===== src/rtl/onehot_pkg.sv =====
// Shared definitions for the one-hot scan encoder family: scan state
// encoding and the index-width helper.
package onehot_pkg;

  typedef enum logic {
    IDLE = 1'b0,
    SCAN = 1'b1
  } scan_state_e;

  // Index width for a vector of the given width (WIDTH >= 2 gives >= 1 bit).
  function automatic int code_width(input int width);
    return (width <= 2) ? 1 : $clog2(width);
  endfunction

endpackage


===== src/rtl/onehot_scan_encoder_prio_index.sv =====
// Combinational priority encoder: returns the index of the lowest (or highest)
// set bit of a vector together with an any-set flag; index is 0 when empty.
module prio_index
  import onehot_pkg::*;
#(
  parameter int WIDTH     = 8,
  parameter bit MSB_FIRST = 1'b0,
  localparam int CW       = code_width(WIDTH)
) (
  input  logic [WIDTH-1:0] vec,
  output logic [CW-1:0]    idx,
  output logic             any_set
);

  // Walk away from the winning end so the preferred bit is written last.
  always_comb begin
    idx = '0;
    for (int i = 0; i < WIDTH; i++) begin
      if (MSB_FIRST) begin
        if (vec[i]) idx = CW'(i);
      end else begin
        if (vec[WIDTH-1-i]) idx = CW'(WIDTH - 1 - i);
      end
    end
  end

  assign any_set = |vec;

endmodule


===== src/rtl/onehot_scan_encoder.sv =====
// Sequential encoder: accepts a request vector and emits the index of each set
// bit, one per beat, marking the final beat and flagging all-zero vectors.
module onehot_scan_encoder
  import onehot_pkg::*;
#(
  parameter int WIDTH     = 8,
  parameter bit MSB_FIRST = 1'b0,
  localparam int CW       = code_width(WIDTH)
) (
  input  logic             clk,
  input  logic             rst_n,
  input  logic             in_valid,
  output logic             in_ready,
  input  logic [WIDTH-1:0] in_data,
  output logic             out_valid,
  input  logic             out_ready,
  output logic [CW-1:0]    out_code,
  output logic             out_last,
  output logic             out_none
);

  scan_state_e      state_q, state_d;
  logic [WIDTH-1:0] pending_q, pending_d;
  logic             zero_q, zero_d;

  logic [CW-1:0]    sel_idx;
  logic             sel_any;
  logic [WIDTH-1:0] sel_mask;
  logic             single_left;
  logic             accept;
  logic             xfer;

  prio_index #(
    .WIDTH     (WIDTH),
    .MSB_FIRST (MSB_FIRST)
  ) u_prio (
    .vec     (pending_q),
    .idx     (sel_idx),
    .any_set (sel_any)
  );

  assign sel_mask    = WIDTH'(1) << sel_idx;
  assign single_left = (pending_q & (pending_q - WIDTH'(1))) == '0;

  assign out_valid = (state_q == SCAN);
  assign out_code  = out_valid ? sel_idx : '0;
  assign out_last  = out_valid && single_left;
  assign out_none  = out_valid && zero_q;

  assign xfer     = out_valid && out_ready;
  assign in_ready = (state_q == IDLE) || (xfer && out_last);
  assign accept   = in_valid && in_ready;

  // A new accept on the final transfer overrides the return to IDLE.
  always_comb begin
    state_d   = state_q;
    pending_d = pending_q;
    zero_d    = zero_q;
    if (xfer) begin
      if (sel_any) pending_d = pending_q & ~sel_mask;
      if (out_last) begin
        state_d = IDLE;
        zero_d  = 1'b0;
      end
    end
    if (accept) begin
      state_d   = SCAN;
      pending_d = in_data;
      zero_d    = (in_data == '0);
    end
  end

  always_ff @(posedge clk or negedge rst_n) begin
    if (!rst_n) begin
      state_q   <= IDLE;
      pending_q <= '0;
      zero_q    <= 1'b0;
    end else begin
      state_q   <= state_d;
      pending_q <= pending_d;
      zero_q    <= zero_d;
    end
  end

endmodule


===== config.mk =====
export PLATFORM = sky130hd
export DESIGN_NAME = onehot_scan_encoder
export DESIGN_NICKNAME = d
export VERILOG_FILES = /design/src/rtl/onehot_pkg.sv /design/src/rtl/onehot_scan_encoder_prio_index.sv /design/src/rtl/onehot_scan_encoder.sv
export SDC_FILE = /design/constraint.sdc
export NUM_CORES = 1
export LEC_CHECK = 0
export ABC_AREA = 1
export CAP_MARGIN = 20
export CORE_MARGIN = 2
export CORE_UTILIZATION = 47
export DETAILED_ROUTE_END_ITERATION = 7
export MAX_ROUTING_LAYER = met4
export PLACE_DENSITY = 0.87
export SLEW_MARGIN = 10
export SYNTH_ARGS = -nofsm -noshare
export SYNTH_HDL_FRONTEND = slang
export SYNTH_SLANG_ARGS = --single-unit

===== constraint.sdc =====
create_clock -name clk -period 1.9 [get_ports clk]
set_input_delay 0.38 -clock clk [delete_from_list [all_inputs] [get_ports clk]]
set_output_delay 0.38 -clock clk [all_outputs]
set_load 0.01 [all_outputs]

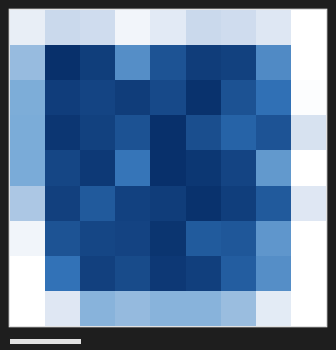
*Placement density heat map, run 1*
Scale bar: 10 um. The die is cut into 9 by 9 equal tiles; white is low, dark blue is high, 0 to 100% covered.
densest ninth of the die = centre
fullest tile = 100%
tiles over 75% full = 51%
nearly empty tiles = 11%
mean over tiles = 61%
final core occ: 0.8054
area of the core: 1524 um2
fp_density: 0.5074

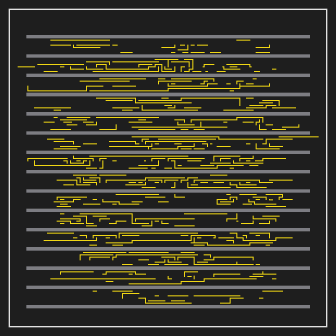
*The metal 1 layer, run 1*
Supply wires on this layer in grey.
longest straight run = 14.7 um
main direction = horizontal
wire length on this layer = 1000 um
share of all routed wire = 38%
nets with wire on the layer = 156
final WL: 2610 um
met1 Use GR: 0.3477
total via count in the routed design: 969

==> ci_impl_report.md, run 1 <==
### Yosys + OpenROAD results

| Metric | Value |
|---|---|
| Gpl congestion | `0.9240` |
| CTS root buf | `clkbuf_4` |
| Synth cell count leaders | `nand2_1 (51), inv_1 (16), nor2_1 (12)` |
| Inserted Diodes | `0` |
| Required @ worst endpoint | `roughly 1.5 ns` |
| Setup Viol. Count Final | `7` |
| Synth Seq Share | `0.3236` |
| IO Count | `19` |
| Crit path capture type | `primary output` |
| Inst Count DP | `173` |
| Post-synth regs | `10` |
| Failing checks | `setup timing` |
| Power per cell area | `roughly 1900 nW/um2` |
| Relative slew slack | `0.6776` |
| Remaining DRCs | `0` |
| Least-Margin Pin Slew | `between 0.4 and 0.5 ns` |
| Asr flop ratio synth | `1.000` |
| Max Freq | `500.2 MHz` |
| Status | `finished, violations left` |
| Critical path class | `reg -> out` |
| Worst setup path endpoint | `in_ready` |
| Clk buf depth | `2` |
| Sink Count | `10` |
| Worst Setup Slack, final | `-0.09910 ns` |
| FP Rows | `14` |
| Slowest stage delay, CP | `about 0.42 ns` |
| Nets | `~180` |
| Synth area leaders | `dfrtp_1 (32%), nand2_1 (25%), inv_1 (7.8%), nand3_1 (7.1%), nor2_1 (5.8%)` |
| R2R setup slack | `-0.02 ns` |
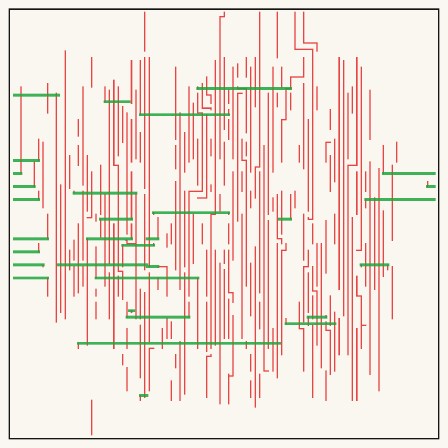
*Metal layers overlaid, run 1*
Only two layers are drawn.
met2 -> red  # wire length 1390 um
met3 -> green  # wire length 146 um

run 1: cells by family after synthesis:
kind of cell	after synthesis
simple gates	89
compound gates	6
buf+inv	17
flops	10
run 1: layout by cell type (no fill, tap or decap), types with 3 or more instances in the layout:
master	netlist	layout
nor2_1	12	10
nand3_1	11	9
nor2_4	1	3
clkdlybuf4s50_1	0	13
buf_4	0	20
nand2_2	4	6
nand3_2	1	3
nor2_2	3	3
inv_1	16	14
nand2_1	51	47
dfrtp_1	10	8
clkbuf_4	0	3
buf_6	0	3
buf_2	1	4
o21ai_2	0	3
nand2_4	1	3
run 1: flip-flops by register name, indices dropped and copies added (netlist names):
signal,flops
zero_q,1
out_valid,1
pending_q,8
run 1: metal layers:
layer / share of wire / wire length, um
met3: 0.056 / 145
met2: 0.53 / 1393
met4: 0.026 / 68
met1: 0.38 / 1002
met5: 0 / 0
run 1: cell type report:
| cell class | instances | area, um2 | share of cell area |
|---|---|---|---|
| clock buffers | 4 | 36.28 | 0.02956 |
| inverters | 16 | 60.06 | 0.04893 |
| flip-flops and latches | 10 | 252.7 | 0.2059 |
| multi-input cells | 95 | 524.3 | 0.4271 |
| repair buffers | 40 | 334.1 | 0.2722 |
| well taps | 16 | 20.02 | 0.01631 |
run 1: report_power, final:
group / switching [mW] / total [mW] / leakage, nW / internal (mW)
combinational: 0.975 / 1.73 / 0.548 / 0.760
clock: 0.0781 / 0.194 / 0.0210 / 0.116
sequential: 0.101 / 0.393 / 0.128 / 0.292
run 1: what timing repair did:
action                                  in CTS  in global routing
gates cloned                                 0                  0
pin swaps                                   10                 12
resized                                     34                 19
setup buffers                                5                  0
endpoints found under the setup margin      13                 15
==> inputs of run 2 (changes only) <==
--- a/config.mk
+++ b/config.mk
@@ -8,10 +8,10 @@
 export ABC_AREA = 1
 export CAP_MARGIN = 20
 export CORE_MARGIN = 2
-export CORE_UTILIZATION = 47
+export CORE_UTILIZATION = 43
 export DETAILED_ROUTE_END_ITERATION = 7
 export MAX_ROUTING_LAYER = met4
-export PLACE_DENSITY = 0.87
+export PLACE_DENSITY = 0.84
 export SLEW_MARGIN = 10
 export SYNTH_ARGS = -nofsm -noshare
 export SYNTH_HDL_FRONTEND = slang
==> constraint.sdc (replaced) <==
create_clock -name clk -period 1.7 [get_ports clk]
set_input_delay 0.34 -clock clk [delete_from_list [all_inputs] [get_ports clk]]
set_output_delay 0.34 -clock clk [all_outputs]
set_load 0.01 [all_outputs]
==> ci_impl_report.md, run 2 <==
### Yosys + OpenROAD results

| Metric | Value |
|---|---|
| FP Rows | `15 (+1)` |
| Worst Setup Slack, final | `-0.4013 ns (-0.3022 ns)` |
| Gpl congestion | `0.8314 (-10%)` |
| Critical path class | `reg -> out` |
| Max Freq | `475.9 MHz` |
| Synth area leaders | `dfrtp_1 (32%), nand2_1 (25%), inv_1 (7.8%), nand3_1 (7.1%), nor2_1 (5.8%)` |
| CTS root buf | `clkbuf_4` |
| Post-synth regs | `10 (unchanged)` |
| Setup Viol. Count Final | `15 (+8)` |
| Remaining DRCs | `0 (unchanged)` |
| Max layer used | `met4` |
| DR WL met2 | `1620 um (+16%)` |
| Final core occ | `0.8447 (+0.03927)` |
| Top Layout Cells | `nand2_1 (43), buf_4 (33), inv_1 (13), clkdlybuf4s50_1 (11), nand2_2 (10)` |
| Asr flop ratio synth | `1.000 (unchanged)` |
| Required @ worst endpoint | `1.36 ns (-0.16 ns)` |
| Crit path capture type | `primary output` |
| Sw Ratio | `0.4851 (-0.01177)` |
| Part of the power in registers | `0.132 (-0.037)` |
| Relative slew slack | `0.5785 (-0.09917)` |
| Internal Pwr Total | `1.708 mW (+46%)` |
| Largest Register | `pending_q` |
| Clk pwr share | `0.069 (-0.015)` |
| Net Sw Power | `1.609 mW (+39%)` |
| Met1 Use GR | `0.2955 (-0.05221)` |
| Max FFs per register | `8 (unchanged)` |
| Metal1 wirelength | `1194 um (+19%)` |
| Met3 WL post-DR | `221 um (+52%)` |
| Dominant logic cell type in the layout | `nand2_1` |
| Worst setup path endpoint | `in_ready` |
| IO Count | `19 (unchanged)` |
| Status | `finished, violations left` |
| R2R setup slack | `-0.40 ns (-0.38 ns)` |
| Failing checks | `setup timing` |
| Inst Count DP | `184 (+6.4%)` |
| Synth cell count leaders | `nand2_1 (51), inv_1 (16), nor2_1 (12)` |
| Area of the core | `1708 um2 (+12%)` |
| Inserted Diodes | `0 (unchanged)` |
| Nets | `194 (+9.0%)` |
| Least-Margin Pin Slew | `0.6300 ns (+0.1479 ns)` |
| Slowest stage delay, CP | `0.43 ns (about the same)` |
-- run 2: final cells by class --
type / instances / area (um2) / share of cell area
Inverter: 16 / 62.56 / 0.04337
Timing Repair Buffer: 56 / 470.5 / 0.3261
Sequential cell: 10 / 254.0 / 0.1761
Tap cell: 25 / 31.28 / 0.02168
Multi-Input combinational cell: 95 / 588.1 / 0.4076
Clock buffer: 4 / 36.28 / 0.02515
-- run 2: worst min path at each step --
stage,start,to,slack [ns]
2_1_floorplan,rst_n,out_valid,0.04
3_3_place_gp,zero_q,zero_q,0.54
4_1_cts,rst_n,out_valid,0.40
6_report,rst_n,out_valid,0.38
3_5_place_dp,zero_q,zero_q,0.55
5_1_grt,rst_n,zero_q,0.41
-- run 2: timing repair --
action                     in CTS  in global routing
buffers inserted               10                  9
setup endpoints to repair      15                 16
cloned                          0                  0
resized                        40                 33
pin swaps                       9                 19
-- run 2: metrics by stage --
stage / hold WS, ns / setup TNS, ns / instance area (um2) / setup WS, ns
floorplan: 0.04441 / 0 / 773.2 / 0.01526
global placement: 0.5393 / -2.521 / 1130 / -0.3339
detailed placement: 0.5484 / -3.272 / 1130 / -0.4970
CTS: 0.3981 / -2.634 / 1251 / -0.3006
global route: 0.4124 / -5.324 / 1443 / -0.4669
finish: 0.3843 / -4.270 / 1443 / -0.4013
-- run 2: power groups by stage --
stage | logic [mW] | clock network (mW) | registers [mW]
after global routing | 2.80 | 0.246 | 0.443
final | 2.65 | 0.228 | 0.438
after CTS | 1.92 | 0.224 | 0.429
after detailed placement | 1.72 | 0 | 0.417
after floorplan | 0.938 | 0 | 0.431
after global placement | 1.68 | 0 | 0.411
-- run 2: logic make-up after synthesis --
family / after synthesis
buf+inv: 17
compound gates: 6
flops: 10
simple gates: 89
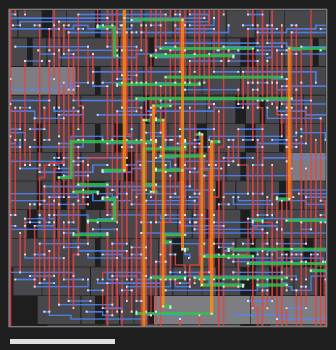
*A small window of the routed layout, run 2*
Scale bar: 10 um. Window x 8 to 38, y 8 to 38 um. Cells in grey, sequential cells in the stronger grey; small squares are vias.
met3 -> green
met4 -> orange
met2 -> red
met1 -> blue
netlist names of flops here include = pending_q (3)
most frequent = nand2_1 (38), buf_4 (23), inv_1 (10)
cells with their middle in the window = 123
sequential cells in the window = 3

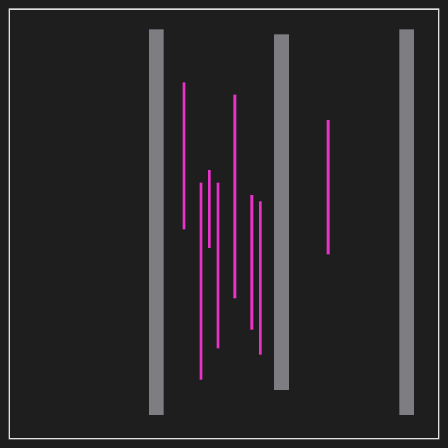
*Signal wires on met4, run 2*
Supply wires on this layer in grey.
main direction = vertical
nets with wire on the layer = 8
share of all routed wire = 4.1%
wire length on this layer = 129 um
total via count in the routed design: 1107
final WL: 3165 um

Power and IR drop assume default switching activity.
